[src/rtl/mult_div_unit.sv]
// Iterative 32x32 multiply/divide unit with HI/LO registers (radix-2, 33-cycle latency).
// Define MDU_SIGNED_EN to enable signed MULT/DIV; otherwise op[0] is ignored and everything is unsigned.
module mult_div_unit (
    input  logic        clk,
    input  logic        reset,
    input  logic        start,
    input  logic [1:0]  op,
    input  logic [31:0] srcA,
    input  logic [31:0] srcB,
    input  logic        hiWre,
    input  logic        loWre,
    input  logic [31:0] hiLoIn,
    output logic        busy,
    output logic        done,
    output logic [31:0] hi,
    output logic [31:0] lo,
    output logic [1:0]  dbgState
);

    typedef enum logic [1:0] {
        IDLE = 2'd0,
        CALC = 2'd1,
        FIX  = 2'd2
    } stateT;

    stateT       state;
    stateT       nextState;
    logic [5:0]  count;
    logic [31:0] accHi;
    logic [31:0] accLo;
    logic [31:0] opB;
    logic        isDiv;
    logic        negRes;
    logic        negRem;

    logic        accept;
    logic        opSigned;
    logic [31:0] magA;
    logic [31:0] magB;
    logic [32:0] mulSum;
    logic [32:0] divShift;
    logic        divFits;
    logic [31:0] divRem;
    logic [63:0] prodFix;
    logic [31:0] quoFix;
    logic [31:0] remFix;

`ifdef MDU_SIGNED_EN
    assign opSigned = op[0];
`else
    logic unusedOp;
    assign unusedOp = op[0];
    assign opSigned = 1'b0;
`endif

    assign accept   = (state == IDLE) && start;
    assign busy     = (state != IDLE);
    assign dbgState = state;

    always_ff @(posedge clk or posedge reset) begin
        if (reset) state <= IDLE;
        else       state <= nextState;
    end

    always_comb begin
        nextState = state;
        case (state)
            IDLE:    if (start) nextState = CALC;
            CALC:    if (count == 6'd31) nextState = FIX;
            FIX:     nextState = IDLE;
            default: nextState = IDLE;
        endcase
    end

    // Iterations run on magnitudes; signs are folded back in during FIX.
    assign magA = (opSigned && srcA[31]) ? (32'd0 - srcA) : srcA;
    assign magB = (opSigned && srcB[31]) ? (32'd0 - srcB) : srcB;

    // Multiply: accHi accumulates, accLo shifts out multiplier bits and collects product low bits.
    assign mulSum = {1'b0, accHi} + (accLo[0] ? {1'b0, opB} : 33'd0);

    // Restoring divide: accHi is the partial remainder, accLo shifts dividend out and quotient in.
    assign divShift = {accHi, accLo[31]};
    assign divFits  = (divShift >= {1'b0, opB});
    assign divRem   = divShift[31:0] - opB;

    assign prodFix = negRes ? (64'd0 - {accHi, accLo}) : {accHi, accLo};
    assign quoFix  = negRes ? (32'd0 - accLo) : accLo;
    assign remFix  = negRem ? (32'd0 - accHi) : accHi;

    always_ff @(posedge clk or posedge reset) begin
        if (reset) begin
            count  <= 6'd0;
            accHi  <= 32'd0;
            accLo  <= 32'd0;
            opB    <= 32'd0;
            isDiv  <= 1'b0;
            negRes <= 1'b0;
            negRem <= 1'b0;
            hi     <= 32'd0;
            lo     <= 32'd0;
            done   <= 1'b0;
        end else begin
            done <= (state == FIX);
            case (state)
                IDLE: begin
                    if (accept) begin
                        count  <= 6'd0;
                        accHi  <= 32'd0;
                        accLo  <= magA;
                        opB    <= magB;
                        isDiv  <= op[1];
                        // Divide-by-zero keeps the all-ones quotient unnegated.
                        negRes <= opSigned && (srcA[31] ^ srcB[31]) && !(op[1] && (srcB == 32'd0));
                        negRem <= opSigned && srcA[31];
                    end else begin
                        if (hiWre) hi <= hiLoIn;
                        if (loWre) lo <= hiLoIn;
                    end
                end
                CALC: begin
                    count <= (count == 6'd31) ? 6'd0 : count + 6'd1;
                    if (isDiv) begin
                        accHi <= divFits ? divRem : divShift[31:0];
                        accLo <= {accLo[30:0], divFits};
                    end else begin
                        {accHi, accLo} <= {mulSum, accLo[31:1]};
                    end
                end
                FIX: begin
                    if (isDiv) begin
                        hi <= remFix;
                        lo <= quoFix;
                    end else begin
                        hi <= prodFix[63:32];
                        lo <= prodFix[31:0];
                    end
                end
                default: ;
            endcase
        end
    end

endmodule

[config.mk]
export PLATFORM = sky130hd
export DESIGN_NAME = mult_div_unit
export DESIGN_NICKNAME = d
export VERILOG_FILES = /design/src/rtl/mult_div_unit.sv
export SDC_FILE = /design/constraint.sdc
export NUM_CORES = 1
export LEC_CHECK = 0
export ABC_AREA = 0
export CORE_MARGIN = 1
export CORE_UTILIZATION = 45
export CTS_CLUSTER_SIZE = 30
export DETAILED_ROUTE_END_ITERATION = 6
export DONT_BUFFER_PORTS = 1
export RECOVER_POWER = 50
export SLEW_MARGIN = 40
export SYNTH_ARGS = -nofsm -noshare
export SYNTH_HDL_FRONTEND = slang
export SYNTH_SLANG_ARGS = --single-unit
[constraint.sdc]
create_clock -name clk -period 7.2 [get_ports clk]
set_input_delay 1.08 -clock clk [delete_from_list [all_inputs] [get_ports clk]]
set_output_delay 1.08 -clock clk [all_outputs]
set_load 0.02 [all_outputs]
The metal 1 layer:
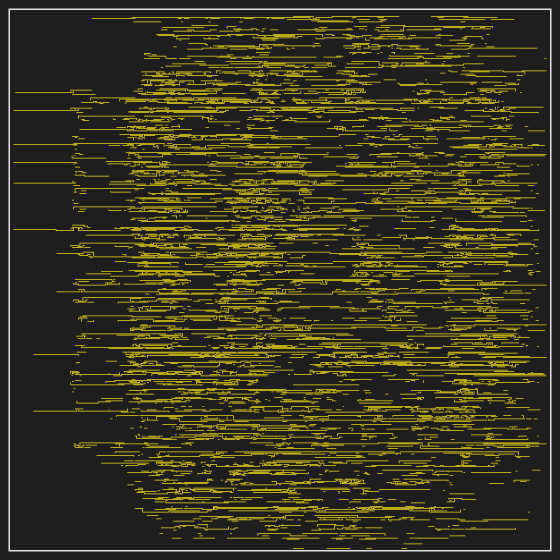
nets with wire on the layer: 1368
longest straight run: 53.4 µm
main direction: horizontal
GR Layer Usage met1: 0.360
routed vias: 9587
final WL: 31400 µm

Clock wiring as the flow saved it:
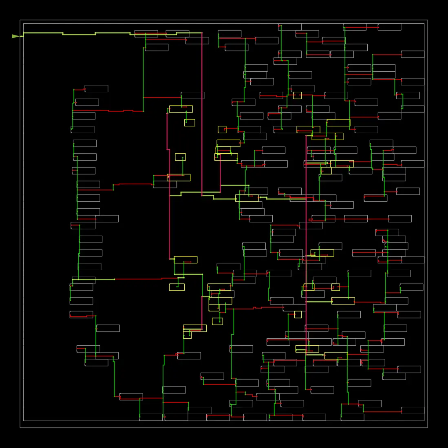
Clock Buffer Count: 17
clock skew: 14.9 ps
Clock net power: 912 µW
clk sinks: 170

Met3 routing:
Scale bar: 50 µm.
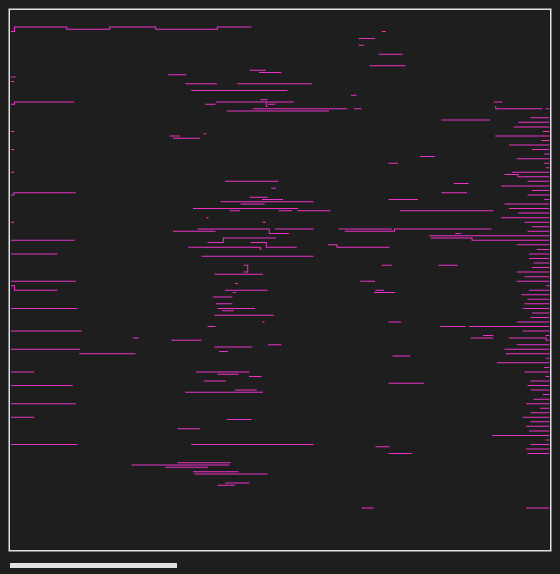
longest straight run: 36.3 µm
main direction: horizontal
M3 GR Usage: 0.0409

Routed metal per tile:
Scale bar: 50 µm. The die is cut into 32 by 32 equal tiles; dark blue is low, red is high, scaled to the fullest tile. Values are wire area over tile area, all layers added.
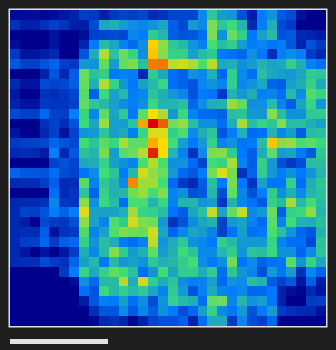
densest ninth of the die: centre
nearly empty tiles: 8.9%
emptiest ninth of the die: lower left
drt wl/cell: 19.2 µm
gr usage total: 0.241

Placement by cell class:
Fill, decap, tap and diode cells in grey.
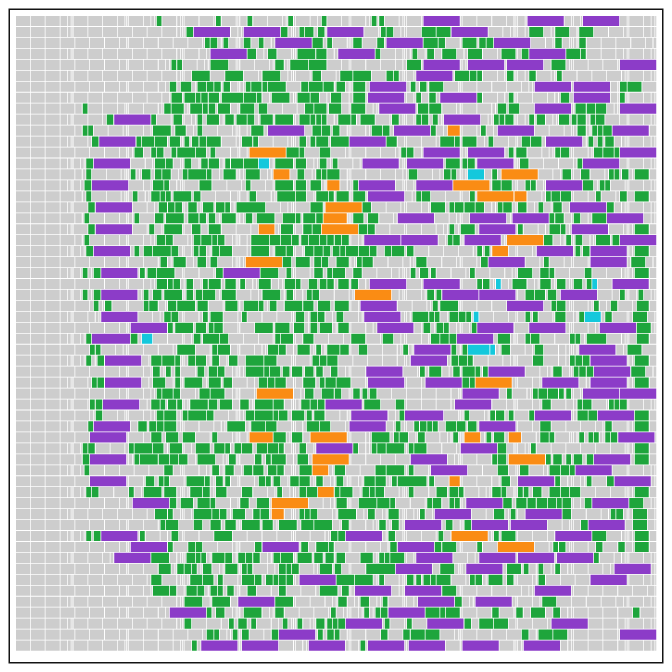
[sequential cells] purple | cells: 170 | share of their area: 36%
[combinational and other logic] green | cells: 1090 | share of their area: 58%
[remaining buffers and delay cells] cyan | cells: 9 | share of their area: 0.57%
[clock drivers and dummy loads] orange | cells: 31 | share of their area: 4.9%
core area: 25100 µm²
Seq/total area: 0.348
fin util: 0.486
fin area: 12200 µm²

==> flow_summary.toml <==
# generated from flow reports
[run_status]
status = "finished, violations left"
violations = "max-capacitance violations, max-slew violations"

[worst_setup_path]
crit_chain = "nor2_1, and2_0, clkbuf_1, nand2_1, a31oi_1"
crit_arrival_ps = 5040
cp_max_fo = 98
slowest_stage = "clkbuf_1"
path_buffers = 1
crit_path_end = "accLo[31]"
slowest_delay_ps = 2710
cp-start-kind = "register"
cp.depth = 5
r2r_cells = 5
worstReg2RegStart = "dbgState[0]"
crit_start = "dbgState[0]"
critical-path-top-delay-family = "buffers and inverters"
reg2reg_slack_ps = 2490
end_kind = "register"
reg2reg_to = "accLo[31]"
crit_type = "reg2reg"
required_ps = 7530

[sta]
tightestPinTransition_ps = 4820
worst_slack_ps = 2490
rsz0062_at_grt = "false"
finalSetupViolations = 0
finalCritPeriodShare = 0.654
period_needed_ps = 4710
tns_ps = 0
relSlewSlack = -2.23
hold-worst-slack_ps = 501
slew_viol_final = 331
finalHoldViolCount = 0
fmax_mhz = 213

[pwr]
switching_share = 0.477
power_frac_seq = 0.291
ir_worst_vdd_mv = 0.248
clkPwrFrac = 0.145
p_comb_frac = 0.564
finalPower_mw = 6.29
net-switching-power_mw = 3.00
cellPowerDensity_nw_per_um2 = 515
leakagePower_nw = 5.07
power.internal_mw = 3.29

[yosys]
syn_area_um2 = 11500
synth_cell_types = 70
ff_type = "dfrtp_1"
async_flop_share = 1.00
yosysSeqAreaShare = 0.370
synth_nets = 1521
ys_cells = 1351
area_leaders = "dfrtp_1 (37%), nand2_1 (7.4%), ha_1 (7.1%)"
yosys_warnings = 0
largest_area_cell = "dfrtp_1"
top_cells_by_count = "nand2_1 (226), dfrtp_1 (170), o21ai_0 (145)"
top_cell = "nand2_1"
numSynthFlops = 170
yosys_area_um2 = 11500
avgSynthCellArea_um2 = 8.51
edf_count = 0
syn-instance-count = 1351
yosysTopAreaCellShare = 0.370

[placement]
dpl_cell_area_um2 = 11700
dp_hpwl_um = 22700
port_buffers = 0
dp_slack_ps = 3480
place.gp.congestion = 0.891
dpl.cell_count = 1598

[route]
highest_layer = "met4"
met2_length_um = 13700
detail-route-antenna-nets = 0
drc = 0
vias_per_cell = 5.88
drt-met1-wl_um = 15500
drtPass1Iterations = 5
dr_wl_met3_um = 1940
drtIter0Drc = 783

[clock_network]
cts_setup_buffers = 0
cts_resized = 0
cts_root_buf = "clkbuf_16"
cts_inserted_buffers = 17
cts-htree-levels = 4
path_clk_slew_ps = 70
cts_buffer_depth = 2
holdBufCountCts = 0

[run]
drv_cap = 5
warning_count = 29

[global_route]
grt_pass1_vias = 8993
antenna_found_initial = 0
grt_pass1_wl_um = 49800
met2_usage = 0.363
grt_overflow = 0
grt-busiest-layer = "met2"

[hold_path]
worstHoldPathType = "reg2reg"
hold_depth = 2
hold_path.startpoint = "opB[0]"

[finish]
final_cells = 1630
antenna_cells = 0
fillerInstances = 2508
syn_to_final_growth_pct = 6.21
fin_nets = 1458
combGateArea_um2 = 6730
regArea_um2 = 4260
drive_gt1_frac = 0.0431

[die]
die_y_um = 162
die_area_um2 = 26200
io_pins = 171
die_width_um = 162
core.rowCount = 58
fp_util = 0.458
logic make-up (layout without fill, tap and decap cells):
kind of cell,count (synthesis),after routing,share of synthesized area
and+or+nand+nor,423,423,0.169
xor gates and xnor gates,58,58,0.0442
DFF,170,170,0.370
buffers and inverters,135,84,0.0467
AOI/OAI and AO/OA,424,424,0.232
adders and majority gates,67,67,0.0742
muxes,74,74,0.0645
cells in the final DEF, fill, tap and decap left out, drive strengths merged, types with 27 or more instances in the layout:
master | synthesis | routed
a31oi | 40 | 40
a21o | 34 | 34
inv | 44 | 51
mux2i | 73 | 73
xor2 | 27 | 27
nor2b | 38 | 38
o21ai | 149 | 149
dfrtp | 170 | 170
nor2 | 49 | 49
nand2 | 226 | 226
xnor2 | 31 | 31
ha | 65 | 65
a211oi | 42 | 42
a21oi | 76 | 76
and2 | 35 | 35
worst min path at each step:
stage	slack, ps	endpoint
2_1_floorplan	460	opB[0]
3_3_place_gp	480	opB[0]
4_1_cts	510	opB[0]
6_report	500	opB[0]
5_1_grt	540	opB[0]
3_5_place_dp	490	opB[0]
power groups by stage:
| stage | Clock (mW) | Sequential, mW | Combinational [mW] |
|---|---|---|---|
| after CTS | 0.927 | 1.82 | 3.52 |
| after global routing | 0.968 | 1.88 | 3.96 |
| after floorplan | 0 | 1.65 | 2.89 |
| after global placement | 0 | 1.84 | 3.46 |
| final | 0.912 | 1.83 | 3.55 |
| after detailed placement | 0 | 1.84 | 3.50 |
cell type report:
| cell class | count | share of cell area |
|---|---|---|
| Clock buffer | 17 | 0.0348 |
| Multi-Input combinational cell | 1046 | 0.551 |
| Tap cell | 330 | 0.0338 |
| Sequential cell | 170 | 0.348 |
| Clock inverter | 14 | 0.0124 |
| Timing Repair Buffer | 9 | 0.00553 |
| Inverter | 44 | 0.0136 |
Power figures rest on the tool's default switching activity, not on a simulated workload.
